Run 1, the metal 2 layer:
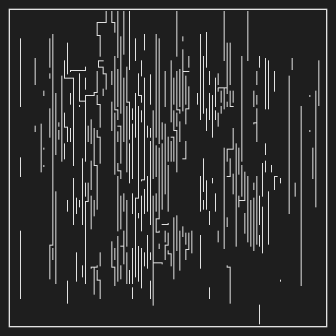
Run 1, track usage over the die:
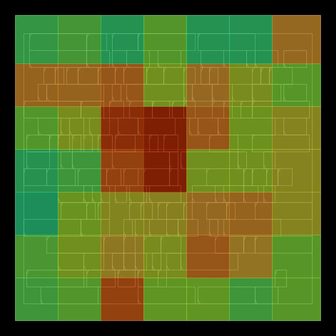
Run 1, cell area per tile:
The bar under the picture is 10 um long. The die is cut into 10 by 10 equal tiles; black is low, pale yellow is high, 0 to 100% covered.
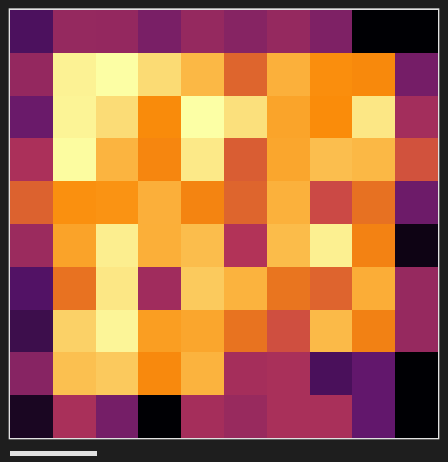
Run 1, routed metal per tile:
The bar under the picture is 10 um long. The die is cut into 10 by 10 equal tiles; black is low, pale yellow is high, scaled to the fullest tile. Values are wire area over tile area, all layers added.
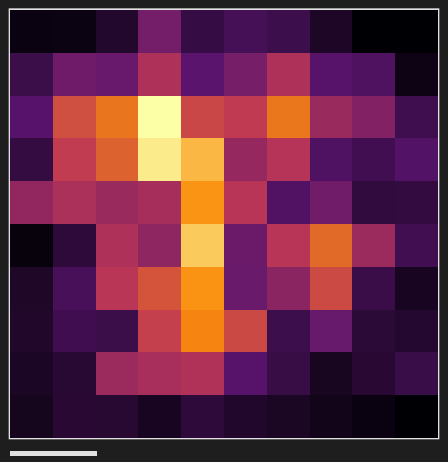
===== src/rtl/ltest_occ_sequencer.sv =====
// rtl/ltest_occ_sequencer.sv - On-chip clock capture-burst sequencer for logic test.
module ltest_occ_sequencer #(
    parameter int PATTERN_W   = 4,
    parameter int SYNC_CYCLES = 2
) (
    input  logic       ltest_clk_buf,
    input  logic       ijtag_reset,
    input  logic       ltest_en,
    input  logic       ltest_scan_en,
    input  logic       ltest_occ_en,
    input  logic       ltest_static_clock_control_mode,
    input  logic [1:0] ltest_clock_sequence,
    input  logic       ltest_si,
    output logic       ltest_so,
    output logic       occ_fe,
    output logic       occ_busy,
    output logic       occ_done,
    output logic       occ_abort,
    output logic [3:0] occ_pulse_count
);

    typedef enum logic [1:0] {IDLE, SYNC, FIRE, DONE} state_t;

    localparam logic [3:0] WAIT_INIT = 4'(SYNC_CYCLES - 1);
    localparam logic [3:0] LAST_SLOT = 4'(PATTERN_W - 1);

    state_t                 state_q, state_d;
    logic [PATTERN_W-1:0]   pattern_q, pattern_d;
    logic                   scan_en_q;
    logic [3:0]             wait_q, wait_d;
    logic [3:0]             slot_q, slot_d;
    logic [3:0]             count_q, count_d;
    logic                   fe_q, fe_d;
    logic                   done_q, done_d;
    logic                   abort_q, abort_d;
    logic                   abort_req;
    logic                   emit;

    assign abort_req = ltest_scan_en | ~ltest_en;

    always_comb begin
        state_d   = state_q;
        pattern_d = pattern_q;
        wait_d    = wait_q;
        slot_d    = slot_q;
        count_d   = count_q;
        fe_d      = 1'b0;
        done_d    = 1'b0;
        abort_d   = abort_q;
        emit      = 1'b0;

        case (state_q)
            IDLE: begin
                if (scan_en_q && !ltest_scan_en && ltest_en && ltest_occ_en) begin
                    state_d = SYNC;
                    count_d = 4'd0;
                    abort_d = 1'b0;
                    wait_d  = WAIT_INIT;
                end else if (ltest_scan_en) begin
                    if (ltest_static_clock_control_mode) begin
                        pattern_d      = '0;
                        pattern_d[1:0] = ltest_clock_sequence;
                    end else begin
                        pattern_d = {ltest_si, pattern_q[PATTERN_W-1:1]};
                    end
                end
            end
            SYNC: begin
                if (abort_req) begin
                    state_d = IDLE;
                    abort_d = 1'b1;
                end else if (wait_q == 4'd0) begin
                    // Slot 0 is launched on the same edge that enters FIRE.
                    state_d = FIRE;
                    slot_d  = 4'd0;
                    emit    = 1'b1;
                end else begin
                    wait_d = wait_q - 4'd1;
                end
            end
            FIRE: begin
                if (abort_req) begin
                    state_d = IDLE;
                    abort_d = 1'b1;
                end else if (slot_q == LAST_SLOT) begin
                    state_d = DONE;
                    done_d  = 1'b1;
                end else begin
                    slot_d = slot_q + 4'd1;
                    emit   = 1'b1;
                end
            end
            default: begin
                state_d = IDLE;
            end
        endcase

        if (emit) begin
            fe_d      = pattern_q[0];
            pattern_d = {1'b0, pattern_q[PATTERN_W-1:1]};
            if (pattern_q[0] && (count_q != 4'd15)) begin
                count_d = count_q + 4'd1;
            end
        end
    end

    always_ff @(posedge ltest_clk_buf or negedge ijtag_reset) begin
        if (!ijtag_reset) begin
            state_q   <= IDLE;
            pattern_q <= '0;
            scan_en_q <= 1'b0;
            wait_q    <= 4'd0;
            slot_q    <= 4'd0;
            count_q   <= 4'd0;
            fe_q      <= 1'b0;
            done_q    <= 1'b0;
            abort_q   <= 1'b0;
        end else begin
            state_q   <= state_d;
            pattern_q <= pattern_d;
            scan_en_q <= ltest_scan_en;
            wait_q    <= wait_d;
            slot_q    <= slot_d;
            count_q   <= count_d;
            fe_q      <= fe_d;
            done_q    <= done_d;
            abort_q   <= abort_d;
        end
    end

    // Static load passes scan data straight through so the chain stays intact.
    assign ltest_so = (state_q == IDLE && ltest_scan_en && ltest_static_clock_control_mode)
                      ? ltest_si : pattern_q[0];

    assign occ_busy        = (state_q == SYNC) || (state_q == FIRE);
    assign occ_fe          = fe_q;
    assign occ_done        = done_q;
    assign occ_abort       = abort_q;
    assign occ_pulse_count = count_q;

endmodule


===== config.mk =====
export PLATFORM = sky130hd
export DESIGN_NAME = ltest_occ_sequencer
export DESIGN_NICKNAME = d
export VERILOG_FILES = /design/src/rtl/ltest_occ_sequencer.sv
export SDC_FILE = /design/constraint.sdc
export NUM_CORES = 1
export LEC_CHECK = 0
export ABC_AREA = 0
export CORE_UTILIZATION = 57
export DETAILED_ROUTE_END_ITERATION = 8
export HOLD_SLACK_MARGIN = 0.15
export PLACE_DENSITY = 0.88
export SETUP_SLACK_MARGIN = 0.4
export SLEW_MARGIN = 20
export SYNTH_ARGS = -nofsm -noshare
export SYNTH_HDL_FRONTEND = slang
export SYNTH_SLANG_ARGS = --single-unit

===== constraint.sdc =====
create_clock -name ltest_clk_buf -period 3.9 [get_ports ltest_clk_buf]
set_clock_uncertainty 0.1 [all_clocks]
set_input_delay 0.975 -clock ltest_clk_buf [delete_from_list [all_inputs] [get_ports ltest_clk_buf]]
set_output_delay 0.975 -clock ltest_clk_buf [all_outputs]
set_load 0.02 [all_outputs]

==> ci_impl_report.md, run 1 <==
## Implementation flow summary

| Metric | Value |
|---|---|
| Status | finished, final reports clean |
| Drt initial violations | 23 |
| Critical Path End Type | output port |
| Layout clock buffer count | 4 |
| Longest Clk Path Bufs | 2 |
| TritonCTS Buffers | 3 |
| Switch share | 39.31% |
| Combinational power share | 46.2% |
| Sequential Power Share | 39.7% |
| Worst Hold Path EP | wait_q[0] |
| Ys Warns | 0 |
| WL met1 | 1188 um |
| Mux area share | 5.911% |
| Clock Latency Late Sink | 0.31 ns |
| Final Hold Vio Count | 0 |
| GR Layer Usage met2 | 40.64% |
| Met3 global-route usage | 3.115% |
| Internal | 547.4 uW |
| # IOs | 18 |
| Leakage | 0.6805 nW |
| H-tree depth | 1 |
| Via density | 5.938 |
| Init Core Util | 62.81% |
| Met2 WL | 1274 um |
| RSZ-0062 raised after global routing | false |
| Reg2Reg Setup Slack | 1.82 ns |
| Post-route ant nets | 0 |
| Crit path cell chain | clkdlybuf4s50_1 -> and2_4 -> nand2_2 -> mux2_2 -> dlygate4sd2_1 |
| Die width | 49.20 um |
| Cell count of the worst hold path | 1 |
| Post-Syn Area | 1270 um^2 |
| DRC Markers | 0 |
| Area occupied by multi-input gates | 678.2 um^2 |
| Routing usage on met1 | 32.06% |
| Comb/total area | 45.20% |
| Fillers | 148 |
| Area share, top type | 43.35% |
| Initial antenna violation count | 0 |
| Cells after synthesis | 131 |
| Peak supply drop | 0.4582 mV |
| Top Usage Layer GRT | met2 |
| Num rows | 16 |
| MaxCap Viol Count | 0 |
| Register bit count reported by yosys | 22 |
| Total Neg Setup Slack | 0 ns |
| Met3 WL | 85 um |
| Top routing layer in use | met4 |
| Distinct lib cells used | 37 |
| Clk root buf | clkbuf_4 |
| RR Startpoint | state_q[1] |
| Post-Synth AOI/OAI Area | 17.44% |
| # hold bufs at CTS | 0 |
| Layout cell share with drive strength beyond 1 | 10.00% |
| Sequential share of cell area | 36.70% |
| Signal buffers | 17 |
| Flip-flops with a built-in enable | 0 |
| Clock Power Share | 14.1% |
| Dominant comb cell | simple AND/OR/NAND/NOR gates |
| Post-layout min period | 3.450 ns |
| Slowest stage cell on the critical path | clkdlybuf4s50_1 |
| FF-to-FF End | wait_q[3] |
| Largest delay share family, worst path | buffers and inverters |
| Slew headroom | 66.15% |
| Arrival @ worst endpoint | 2.38 ns |
| Diode count | 0 |
| Pwr/cell area | 601.2 nW/um^2 |
| CP Buf/Inv Count | 2 |
| Well Taps | 27 |
| TritonCTS clock tree | built |
| Final-layout non-clock buffer area share | 10.93% |
| Die Ht | 49.20 um |
| Yosys stat chip area | 1270 um^2 |
| Post-synth ARST share | 100.0% |
| Reg2reg path depth | 6 |
| MI comb cells | 97 |
| Post-Syn Nets | 148 |
| IO Port Bufs | 17 |
| Switching pwr | 354.6 uW |
| Clock sinks | 22 |
| Yosys simple share | 21.08% |
| Critical path peak fanout | 6 |
| Vias in the first global route | 1024 |
| Synth Seq Share | 43.35% |
| Clk tree area frac | 2.419% |
| Post-cts repair resize count | 2 |
| Element type at the critical path start | primary input |
| Top area cell types | dfrtp_1 (43%), ha_1 (7.9%), o21ai_0 (3.5%), mux2_2 (3.5%), nand2_1 (3.5%) |
| Seq cells | 22 |
| Hold Path Origin | wait_q[0] |
| Setup Crit Path Kind | in2out |
| DP Wirelength | 1932 um |
| Non-clk invs | 10 |
| Seq. cell area | 550.5 um^2 |
| Final period util | 88.46% |
| Yosys top cell by instances | dfrtp_1 |
| Post-CTS setup buffer count | 0 |
| Tally of OpenROAD warnings | 30 |
| Crit-path max cell delay | 0.48 ns |
| Final setup vio count | 0 |
| First-pass DRT Iterations | 4 |
| Cell type with the largest total area | dfrtp_1 |
| First-pass GRT wire length | 4485 um |
| Req. time, crit path | 2.82 ns |
| Post-synth top cells | dfrtp_1 (22), nand2_1 (12), nor2_1 (12) |
| Ys cells | 131 |
| Slew Limit Fails | 0 |
| Slew @ Worst Pin | 0.5066 ns |
| Final GP Congestion | 0.8542 |
| Synth-to-Final Area Change | 18.13% |
| Top cell category | logic gates |
| Fin nets | 168 |
| Hold Crit Class | reg2reg |
| Worst-path clk slew | 0.12 ns |
| Die ar. | 2421 um^2 |
| Avg Cell Area, Syn | 9.694 um^2 |
| FMAX | 289.8 MHz |
| XOR/XNOR Area Share | 0.6897% |
| Adder share | 7.882% |
| Core area | 2022 um^2 |
| Remaining Overflow, GRT | 0 |
-- 'the metal 2 layer' (at the start) --
nets with wire on the layer = 147
share of all routed wire = 49%
longest straight run = 32.8 um

-- 'track usage over the die' (at the start) --
total track usage: 24.07%
Layout Utilization: 74.20%

-- 'cell area per tile' (at the start) --
tiles over 75% full = 40%
nearly empty tiles = 5.0%
mean over tiles = 61%
fullest tile = 100%
emptiest ninth of the die = south-east

-- 'routed metal per tile' (at the start) --
tiles over half the peak = 19%
emptiest ninth of the die = south-east
densest ninth of the die = centre
nearly empty tiles = 3.0%
fullest tile = 0.54
WL final: 2574 um
DR vias: 1051
Routed wire per std cell: 14.54 um

run 1: power groups by stage:
stage / Clock, mW / Combinational, mW / Sequential, mW
final: 0.127 / 0.416 / 0.358
after global routing: 0.135 / 0.470 / 0.369
after CTS: 0.130 / 0.415 / 0.358
after detailed placement: 0 / 0.415 / 0.362
after global placement: 0 / 0.396 / 0.355
after floorplan: 0 / 0.292 / 0.358
run 1: cell usage in the layout, fill, tap and decap left out, types with 2 or more instances in the layout:
cell and count:
o22ai_1 2, nor2_1 12, inv_1 10, nand3_1 7
mux2_2 4, nor2b_1 2, clkdlybuf4s50_1 15, o21ai_0 9
a22o_1 3, dfrtp_1 22, clkbuf_4 3, or3_1 3
nand2_1 11, a2bb2oi_1 2, o311ai_0 2, ha_1 8
or3b_2 2, nor3b_1 2, a21oi_1 5, mux2i_1 3
and2_1 2
run 1: how the worst max path moves through the flow:
stage / from / endpoint / slack (ns) / depth (start not counted)
floorplan: ltest_scan_en / ltest_so / 1.22 / 3
global placement: ltest_scan_en / ltest_so / 0.22 / 5
detailed placement: ltest_scan_en / ltest_so / 0.16 / 5
CTS: ltest_scan_en / ltest_so / 0.41 / 5
global route: ltest_scan_en / ltest_so / 0.42 / 5
finish: ltest_scan_en / ltest_so / 0.45 / 5
run 1: through the flow:
step / cells / area, um^2 / setup WS (ns) / power [mW] / hold WS, ns
floorplan: 131 / 1270 / 1.223 / 0.6501 / 0.3642
global placement: 173 / 1465 / 0.2182 / 0.7508 / 0.3731
detailed placement: 173 / 1465 / 0.1635 / 0.7769 / 0.3895
CTS: 177 / 1503 / 0.4145 / 0.9020 / 0.4068
global route: 177 / 1500 / 0.4194 / 0.9745 / 0.4442
finish: 177 / 1500 / 0.4499 / 0.9019 / 0.4075
==> run 1 -> run 2 <==
CAP_MARGIN = 10   (was not set)
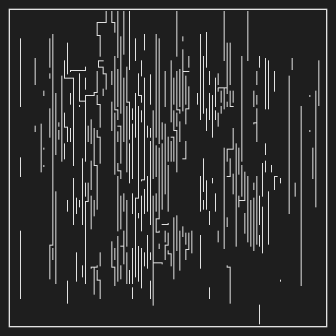
Run 2: the metal 2 layer
longest straight run = 32.8 um
main direction = vertical
nets with wire on the layer = 147
share of all routed wire = 49%
wire length on this layer = 1270 um

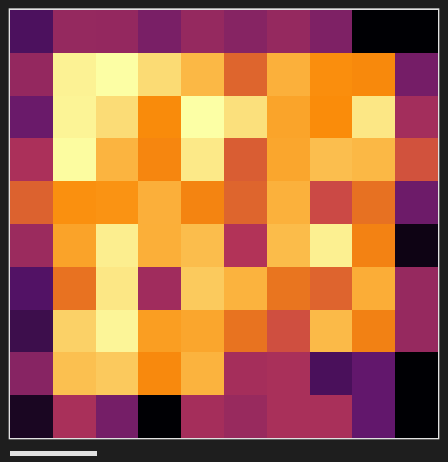
Run 2: cell area per tile
The bar under the picture is 10 um long. The die is cut into 10 by 10 equal tiles; black is low, pale yellow is high, 0 to 100% covered.
tiles over 75% full = 40%
fullest tile = 100%
mean over tiles = 61%
nearly empty tiles = 5.0%
emptiest ninth of the die = south-east

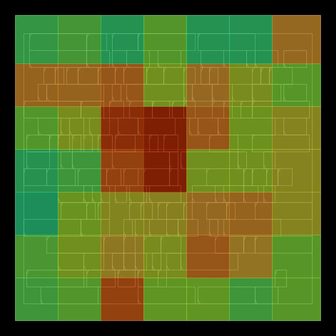
Run 2: track usage over the die
met3 global-route usage: 3.115%
routing usage on met1: 32.06%

==> ci_impl_report.md, run 2 <==
## Implementation flow summary

| Metric | Value |
|---|---|
| Top logic cells by instance count in the layout | dfrtp_1 (22), clkdlybuf4s50_1 (15), nor2_1 (12) |
| Crit path cell chain | clkdlybuf4s50_1 -> and2_4 -> nand2_2 -> mux2_2 -> dlygate4sd2_1 |
| Via density | 5.938 (unchanged) |
| Area share, top type | 43.35% (unchanged) |
| DP Wirelength | 1932 um (unchanged) |
| Post-CTS setup buffer count | 0 (unchanged) |
| Remaining Overflow, GRT | 0 (unchanged) |
| IO Port Bufs | 17 (unchanged) |
| Clk root buf | clkbuf_4 |
| Drt initial violations | 23 (unchanged) |
| Clock Power Share | 14.1% (about the same) |
| Area occupied by multi-input gates | 678.2 um^2 (unchanged) |
| Cell count of the worst hold path | 1 (unchanged) |
| Peak supply drop | 0.4582 mV (unchanged) |
| # hold bufs at CTS | 0 (unchanged) |
| Die Ht | 49.20 um (unchanged) |
| Slowest stage cell on the critical path | clkdlybuf4s50_1 |
| Post-Syn Nets | 148 (unchanged) |
| Post-synth top cells | dfrtp_1 (22), nand2_1 (12), nor2_1 (12) |
| Core area | 2022 um^2 (unchanged) |
| Switch share | 39.31% (unchanged) |
| Final Hold Slack | 0.4075 ns (unchanged) |
| Final std cells w/o fill | 177 (unchanged) |
| Cells after synthesis | 131 (unchanged) |
| Fin nets | 168 (unchanged) |
| Critical path peak fanout | 6 (unchanged) |
| # IOs | 18 (unchanged) |
| Seq. cell area | 550.5 um^2 (unchanged) |
| Register bit count reported by yosys | 22 (unchanged) |
| Post-Syn Area | 1270 um^2 (unchanged) |
| Longest Clk Path Bufs | 2 (unchanged) |
| Final period util | 88.46% (unchanged) |
| Top area cell types | dfrtp_1 (43%), ha_1 (7.9%), o21ai_0 (3.5%), mux2_2 (3.5%), nand2_1 (3.5%) |
| Final setup margin | 0.4499 ns (unchanged) |
| Worst-path clk slew | 0.12 ns (about the same) |
| Flip-flops with a built-in enable | 0 (unchanged) |
| Reg2reg path depth | 6 (unchanged) |
| Pwr/cell area | 601.2 nW/um^2 (unchanged) |
| FMAX | 289.8 MHz (unchanged) |
| Finished Cell Area | 1500 um^2 (unchanged) |
| Ys cells | 131 (unchanged) |
| TritonCTS clock tree | built |
| Total power after layout | 901.9 uW (unchanged) |
| Hold Crit Class | reg2reg |
| Worst slack at placement | 0.1635 ns (unchanged) |
| Die ar. | 2421 um^2 (unchanged) |
| Sequential Power Share | 39.7% (about the same) |
| Leakage | 0.6805 nW (unchanged) |
| DRC Markers | 0 (unchanged) |
| Status | finished, final reports clean |
| Final setup vio count | 0 (unchanged) |
| Routed wire per std cell | 14.54 um (unchanged) |
| DR vias | 1051 (unchanged) |
| Init Core Util | 62.81% (unchanged) |
| Yosys top cell by instances | dfrtp_1 |
| Vias in the first global route | 1024 (unchanged) |
| Reg2Reg Setup Slack | 1.82 ns (about the same) |
| Element type at the critical path start | primary input |
| Tally of OpenROAD warnings | 30 (unchanged) |
| Commonest Layout Cell | dfrtp_1 |
| Total Neg Setup Slack | 0 ns (unchanged) |
| Initial antenna violation count | 0 (unchanged) |
| Layout Utilization | 74.20% (unchanged) |
| WL final | 2574 um (unchanged) |
| Final Hold Vio Count | 0 (unchanged) |
| Num rows | 16 (unchanged) |
| Post-layout min period | 3.450 ns (unchanged) |
| Die width | 49.20 um (unchanged) |
| Slew headroom | 66.15% (unchanged) |
| FF-to-FF End | wait_q[3] |
| Post-route ant nets | 0 (unchanged) |
| Slew Limit Fails | 0 (unchanged) |
| H-tree depth | 1 (unchanged) |
| RSZ-0062 raised after global routing | false |
| Synth-to-Final Area Change | 18.13% (unchanged) |
| RR Startpoint | state_q[1] |
| Slew @ Worst Pin | 0.5066 ns (unchanged) |
run 2: timing repair:
action	4_1_cts	5_1_grt
endpoints found under the setup margin	1	1
pin swaps	0	0
resized	2	1
run 2: worst max path at each step:
stage,start,end
final,ltest_scan_en,ltest_so
after global routing,ltest_scan_en,ltest_so
after CTS,ltest_scan_en,ltest_so
after detailed placement,ltest_scan_en,ltest_so
after global placement,ltest_scan_en,ltest_so
after floorplan,ltest_scan_en,ltest_so
run 2: worst max-delay path, delay by kind of cell:
kind,cells,cell delay (ns)
simple gates,2,0.28
buf+inv,2,0.80
mux,1,0.33
run 2: power by group through the flow:
stage | combinational [mW] | sequential [mW] | clock [mW]
2_1_floorplan | 0.292 | 0.358 | 0
3_3_place_gp | 0.396 | 0.355 | 0
3_5_place_dp | 0.415 | 0.362 | 0
4_1_cts | 0.415 | 0.358 | 0.130
5_1_grt | 0.470 | 0.369 | 0.135
6_report | 0.416 | 0.358 | 0.127
run 2: layout make-up:
cell class | instances | share of cell area [%]
multi-input cells | 97 | 45.20
flip-flops and latches | 22 | 36.70
repair buffers | 17 | 10.93
inverters | 10 | 2.502
clock buffers | 4 | 2.419
well taps | 27 | 2.252
run 2: kinds of logic after synthesis:
kind of cell,after synthesis,synth area share [%]
DFF,22,43.35
buffers and inverters,12,3.645
muxes,7,5.911
AOI/OAI and AO/OA,31,17.44
adders and majority gates,8,7.882
xor gates and xnor gates,1,0.6898
and+or+nand+nor,50,21.08
run 2: routing by layer:
| metal | global-route usage, % | share of wire [%] | up-vias |
|---|---|---|---|
| met1 | 32.06 | 46 | 513 |
| met2 | 40.64 | 49 | 19 |
| li1 | - | - | 515 |
| met3 | 3.115 | 3.3 | 4 |
| met4 | 6.863 | 0.97 | 0 |
| met5 | 0 | 0 | - |
Run 2, the metal 1 layer:
The bar under the picture is 10 um long.
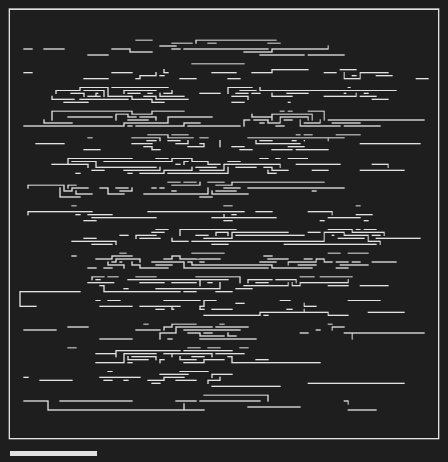

==> run 2 -> run 3 <==
CORE_ASPECT_RATIO = 1.25   (was not set)
CTS_CLUSTER_DIAMETER = 120   (was not set)
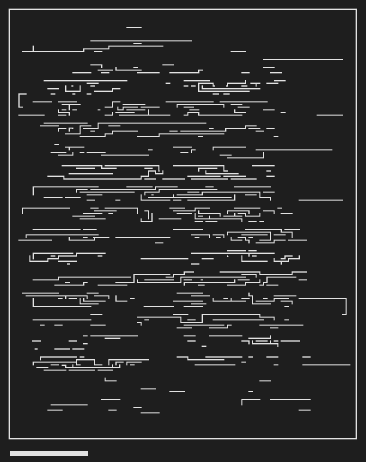
Run 3: the metal 1 layer
The bar under the picture is 10 um long.
main direction = horizontal
wire length on this layer = 1060 um
share of all routed wire = 42%
DR vias: 1078
WL final: 2498 um
routing usage on met1: 24.90%

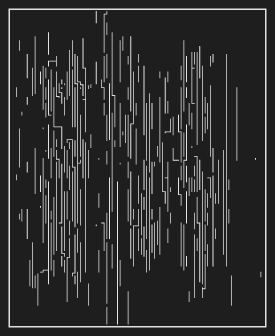
Run 3: the metal 2 layer
longest straight run = 36.7 um
main direction = vertical
GR Layer Usage met2: 43.63%

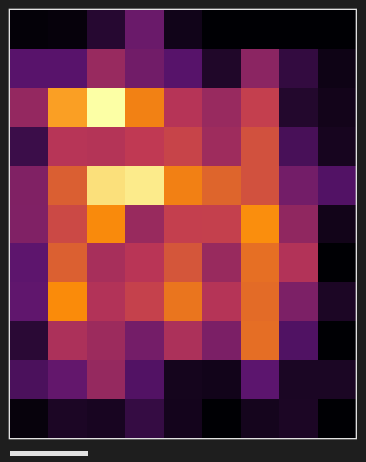
Run 3: routed metal per tile
The bar under the picture is 10 um long. The die is cut into 9 by 11 equal tiles; black is low, pale yellow is high, scaled to the fullest tile. Values are wire area over tile area, all layers added.
nearly empty tiles = 11%
tiles over half the peak = 26%
emptiest ninth of the die = north-east
total track usage: 22.71%
Routed wire per std cell: 14.69 um

==> ci_impl_report.md, run 3 <==
## Implementation flow summary

| Metric | Value |
|---|---|
| Status | finished, violations left |
| Failing checks | design-rule violations |
| Cells after synthesis | 131 (unchanged) |
| H-tree depth | 1 (unchanged) |
| Critical Path Start | ltest_scan_en |
| Slew headroom | 64.73% (-1.4 points) |
| Fillers | 150 |
| TritonCTS Buffers | 3 |
| Clock sinks | 22 |
| Leakage | 0.6795 nW (-0.15%) |
| Cell type with the largest total area | dfrtp_1 |
| Final std cells w/o fill | 170 (-4.0%) |
| RSZ-0062 raised after global routing | false |
| Worst-path clk slew | 0.12 ns (about the same) |
| Remaining Overflow, GRT | 0 (unchanged) |
| Top logic cells by instance count in the layout | dfrtp_1 (22), clkdlybuf4s50_1 (14), nand2_1 (12), nor2_1 (12), inv_1 (10) |
| Num rows | 18 (+2) |
| Fin nets | 168 (unchanged) |
| Element type at the critical path start | primary input |
| Die width | 44.22 um (-10%) |
| Avg Cell Area, Syn | 9.694 um^2 |
| Post-layout min period | 3.299 ns (-0.1514 ns) |
| Die Ht | 54.78 um (+11%) |
| Final Hold Slack | 0.4086 ns (+0.001107 ns) |
| DRC Markers | 1 (+1) |
| Worst slack at placement | 0.1675 ns (+0.003901 ns) |
| # IOs | 18 (unchanged) |
| Die ar. | 2422 um^2 (about the same) |
| Req. time, crit path | 2.82 ns |
| Drt initial violations | 37 (+61%) |
| Largest net degree at the start of global routing | 23 |
| Post-synth ARST share | 100.0% |
| Init Core Util | 62.65% (-0.16 points) |
| Met3 global-route usage | 4.290% (+1.2 points) |
| Core area | 2027 um^2 (+0.25%) |
| Slew Limit Fails | 0 (unchanged) |
| Flip-flops with a built-in enable | 0 (unchanged) |
| Synth Seq Share | 43.35% |
| Cell Area, Placed | 1456 um^2 |
| Final period util | 84.58% (-3.9 points) |
| Final setup margin | 0.6013 ns (+0.1514 ns) |
| IO Port Bufs | 17 (unchanged) |
| Longest Clk Path Bufs | 2 (unchanged) |
| Tally of OpenROAD warnings | 30 (unchanged) |
| Slew @ Worst Pin | 0.5280 ns (+0.02131 ns) |
| Initial antenna violation count | 0 (unchanged) |
| Ys cells | 131 (unchanged) |
| Final setup vio count | 0 (unchanged) |
| MaxCap Viol Count | 0 |
| Area occupied by multi-input gates | 673.1 um^2 (-0.74%) |
| Setup Crit Path Kind | in2out |
| Peak supply drop | 0.4438 mV (-3.1%) |
| Finished Cell Area | 1485 um^2 (-1.0%) |
| Area share, top type | 43.35% (unchanged) |
| Hold Path Origin | occ_abort |
| Yosys stat chip area | 1270 um^2 |
| First-pass GRT wire length | 4036 um |
| Ys Warns | 0 |
| Top area cell types | dfrtp_1 (43%), ha_1 (7.9%), o21ai_0 (3.5%), mux2_2 (3.5%), nand2_1 (3.5%) |
| TritonCTS clock tree | built |
| Cell count of the worst hold path | 2 (+1) |
| First-pass DRT Iterations | 8 |
| Total power after layout | 894.3 uW (-0.84%) |
| Hold Crit Class | reg2reg |
| Clk root buf | clkbuf_4 |
| Commonest flop | dfrtp_1 |
| Commonest Layout Cell | dfrtp_1 |
| Top Usage Layer GRT | met2 |
| Critical Path End Type | output port |
| Vias in the first global route | 974 (-4.9%) |
| Critical path peak fanout | 6 (unchanged) |
| Post-Syn Area | 1270 um^2 (unchanged) |
| Clock Latency Late Sink | 0.31 ns |
| Final GP Congestion | 0.8374 |
| Cells after DPL | 166 |
| Distinct lib cells used | 37 |
| Yosys top cell by instances | dfrtp_1 |
| Layout cell share with drive strength beyond 1 | 8.667% |
| Total Neg Setup Slack | 0 ns (unchanged) |
| RR Startpoint | state_q[0] |
| Final Hold Vio Count | 0 (unchanged) |
| Reg2reg path depth | 6 (unchanged) |
| Post-Syn Nets | 148 (unchanged) |
| Diode count | 0 |
| Post-synth top cells | dfrtp_1 (22), nand2_1 (12), nor2_1 (12) |
| Arrival @ worst endpoint | 2.22 ns |
| Pwr/cell area | 602.2 nW/um^2 (+0.16%) |
| DP Wirelength | 1929 um (-0.12%) |
| Post-CTS setup buffer count | 0 (unchanged) |
| Register bit count reported by yosys | 22 (unchanged) |
| Layout Utilization | 73.27% (-0.92 points) |
| Synth-to-Final Area Change | 16.95% |
| Seq. cell area | 550.5 um^2 (unchanged) |
| FMAX | 303.2 MHz (+4.6%) |
| Post-route ant nets | 0 (unchanged) |
| Via density | 6.341 (+6.8%) |
[run 3: path summary, 6_finish.rpt]
| check | end | slack (ns) |
|---|---|---|
| worst max-delay path | ltest_so | 0.60 |
| worst min-delay path | occ_abort | 0.41 |
| worst max register to register | wait_q[3] | 1.82 |
| worst min register to register | occ_abort | 0.41 |
| max in group asynchronous | occ_pulse_count[0] | 2.85 |
| min in group asynchronous | slot_q[2] | 0.51 |
[run 3: layer usage]
metal / wire length [um] / part of all wire (%)
met2: 1324 / 53
met3: 92 / 3.7
met5: 0 / 0
met1: 1056 / 42
met4: 25 / 1.0
[run 3: logic make-up after synthesis]
family	synth area share (%)
AOI/OAI and AO/OA	17.44
xor gates and xnor gates	0.6898
adders and majority gates	7.882
buffers and inverters	3.645
DFF	43.35
muxes	5.911
and+or+nand+nor	21.08
[run 3: critical path, cell delays in order]
cell and delay [ns]:
dlygate4sd2_1 0.29, and2_1 0.19, nand2_1 0.12, mux2_2 0.34
dlygate4sd2_1 0.32
[run 3: what timing repair did]
item                       CTS  global route
setup endpoints to repair    1             0
hold buffers                 0             0
gates resized                2             0
[run 3: power breakdown]
part	switching, mW	internal [mW]
Clock	0.0687	0.0570
Sequential	0.0630	0.296
Combinational	0.219	0.191
Total	0.351	0.543
[run 3: cell type report]
class | count | area share, %
clock buffers | 4 | 2.443
inverters | 10 | 2.527
multi-input cells | 97 | 45.32
flip-flops and latches | 22 | 37.07
well taps | 20 | 1.685
repair buffers | 17 | 10.95
Power and IR drop assume default switching activity.
